==> config.mk <==
export PLATFORM = sky130hd
export DESIGN_NAME = sauto_turn_ctrl
export DESIGN_NICKNAME = d
export VERILOG_FILES = /design/src/rtl/sauto_turn_ctrl.sv
export SDC_FILE = /design/constraint.sdc
export NUM_CORES = 1
export LEC_CHECK = 0
export CAP_MARGIN = 20
export CORE_ASPECT_RATIO = 0.5
export CORE_MARGIN = 1.5
export CORE_UTILIZATION = 55
export DETAILED_ROUTE_END_ITERATION = 8
export GPL_ROUTABILITY_DRIVEN = 1
export PLACE_DENSITY = 0.75
export SYNTH_ARGS = -nofsm -noshare
export SYNTH_HDL_FRONTEND = slang
export SYNTH_SLANG_ARGS = --single-unit
export TNS_END_PERCENT = 1
==> constraint.sdc <==
create_clock -name sys_clk -period 8.1 [get_ports sys_clk]
set_input_delay 1.62 -clock sys_clk [delete_from_list [all_inputs] [get_ports sys_clk]]
set_output_delay 1.62 -clock sys_clk [all_outputs]
set_load 0.02 [all_outputs]
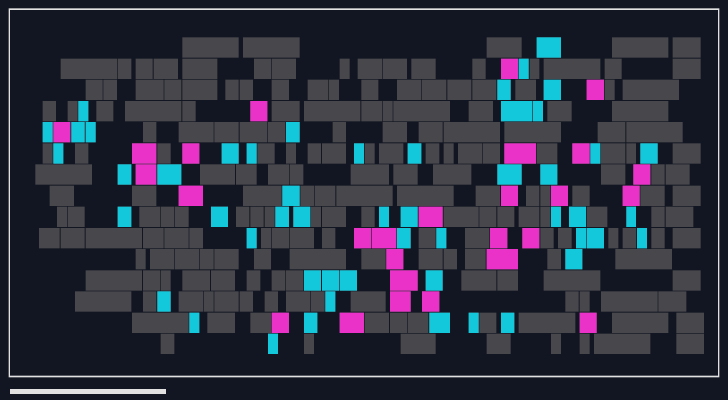
Figure 1: selected gate families.
Bar = 20 um.
AND and OR gates: marked magenta, cells 27. NAND gates: marked cyan, cells 51.
top logic cell by instance count in the layout: dfxtp_1
Final Instance Count excl. Fillers: 328

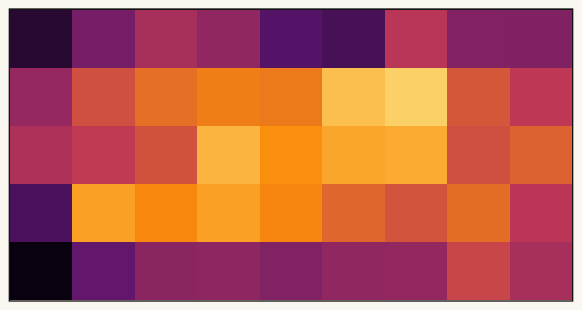
Figure 2: cell area per tile.
The die is cut into 9 by 5 equal tiles; black is low, pale yellow is high, 0 to 100% covered.
The fullest tile reaches 90%. 18% of the tiles are over 75% full. The densest ninth of the die: middle. The mean over all tiles is 52%.
Post-Route Utilization: 64.4%
floorplan core density: 59.7%

==> impl_metrics.csv <==
group,metric,value,unit
run_status,status,"completed",
critical_path,crit_type,"input port to register",
floorplan,boundaryPins,13,
synth,synth-compound-area-share,19.0,%
placed_design,io_buffers,12,
final_timing,fin_crit,4850,ps
synth,edf_count,0,
cts,post-cts-setup-buffers,0,
cts,postCtsHoldBufs,0,
synth,synth_area,2130,sq um
synth,synth_nets,290,
synth,synthCells,275,
pwr,p_sw,0.0595,mW
pwr,ir_worst_vdd,0.0438,mV
critical_path,slowest_delay,1000,ps
critical_path,path_cells,"clkdlybuf4s50_1, inv_1, a21oi_1, nand2_1, nand4b_1, o31ai_1, o21ai_0, nand2b_1, nor3_1",
critical_path,end_kind,"register",
cts,numCtsBuffers,3,
pwr,internal_power,0.180,mW
critical_path,critPathMaxFanout,24,
floorplan,core,3570,sq um
cts,htree_levels,1,
synth,simple_gate_area_share,32.3,%
global_routing,groute.usage.overall,26.1,%
synth,synth.avg_cell_area,7.74,sq um
placed_design,dpl.hpwl,4010,um
cells_and_area,largest_reg_flops,16,
job,maxCapViolCount,0,
cts,clockBufferDepth,2,
floorplan,die_height,47.0,um
synth,ys_top_logic_family,"simple AND/OR/NAND/NOR gates",
placed_design,routabilityCongestion,0.917,
synth,synth_flops,27,
drt,totalWireLength,5350,um
global_routing,overflow,0,
drt,route.vias.total,2072,
pwr,power_leakage,0.789,nW
global_routing,antenna_found_initial,0,
floorplan,row_count,15,
final_timing,max_freq,0.206,GHz
critical_path,cp_num_buf_inv,2,
global_routing,grt_pass1_wl,8650,um
floorplan,die_w,91.0,um
critical_path,start_kind,"input port",
cells_and_area,design_area,2300,sq um
pwr,combPwrFrac,10.2,%
synth,yosysChipArea,2130,sq um
synth,mux_share,0.941,%
synth,async_flop_share,0,%
drt,drtPass1Iterations,5,
final_timing,setup_viol_count_final,0,
synth,yosys_cells,275,
pwr,powerComb,0.0244,mW
synth,ys_sh_xor,13.6,%
-- worst reg2reg max path, cell delays in order (launching register included) --
cell and delay, ps:
dfxtp_1 670, ha_1 350, and4_1 380, xnor2_1 100, or4b_1 500, or3_4 400, nor4_1 450, a211oi_2 100
nand4bb_1 240, a211o_1 310, nand2_1 60
-- stage by stage --
| step | std cells | util (%) | worst slack (ps) | total power [mW] | hold slack [ps] |
|---|---|---|---|---|---|
| floorplan | 275 | - | 4700 | 0.154 | 538 |
| global placement | 324 | 63.0 | 3250 | 0.161 | 578 |
| detailed placement | 324 | 63.0 | 3070 | 0.162 | 589 |
| CTS | 328 | 64.4 | 3360 | 0.242 | 607 |
| global route | 328 | 64.4 | 3050 | 0.250 | 646 |
| finish | 328 | 64.4 | 3250 | 0.239 | 609 |
-- per-layer routing --
| metal | GRT usage [%] | part of all wire [%] | vias up |
|---|---|---|---|
| met5 | 0 | 0 | - |
| met4 | 4.06 | 0.88 | 0 |
| met3 | 6.96 | 8.5 | 8 |
| met2 | 42.1 | 43 | 89 |
| met1 | 36.5 | 48 | 956 |
| li1 | - | - | 1019 |
-- layout make-up --
class | instances | area [sq um]
well taps | 51 | 63.8
clock inverters | 1 | 7.51
repair buffers | 12 | 120
clock buffers | 3 | 41.3
flip-flops and latches | 27 | 541
inverters | 6 | 22.5
multi-input cells | 228 | 1500
fillers | 328 | 1270
-- synthesized netlist by cell type (7+ instances only) --
cell type / number / area (sq um)
a21oi_1: 14 / 70.1
a31oi_1: 7 / 43.8
clkbuf_1: 9 / 33.8
dfxtp_1: 27 / 541
ha_1: 8 / 100
nand2_1: 20 / 75.1
nand3_1: 11 / 55.1
nand4_1: 9 / 56.3
nor2_1: 19 / 71.3
nor3_1: 11 / 55.1
o21ai_0: 15 / 75.1
xnor2_1: 21 / 184
xor2_1: 12 / 105
No activity file was given, so power comes from the tool's default toggle rates.
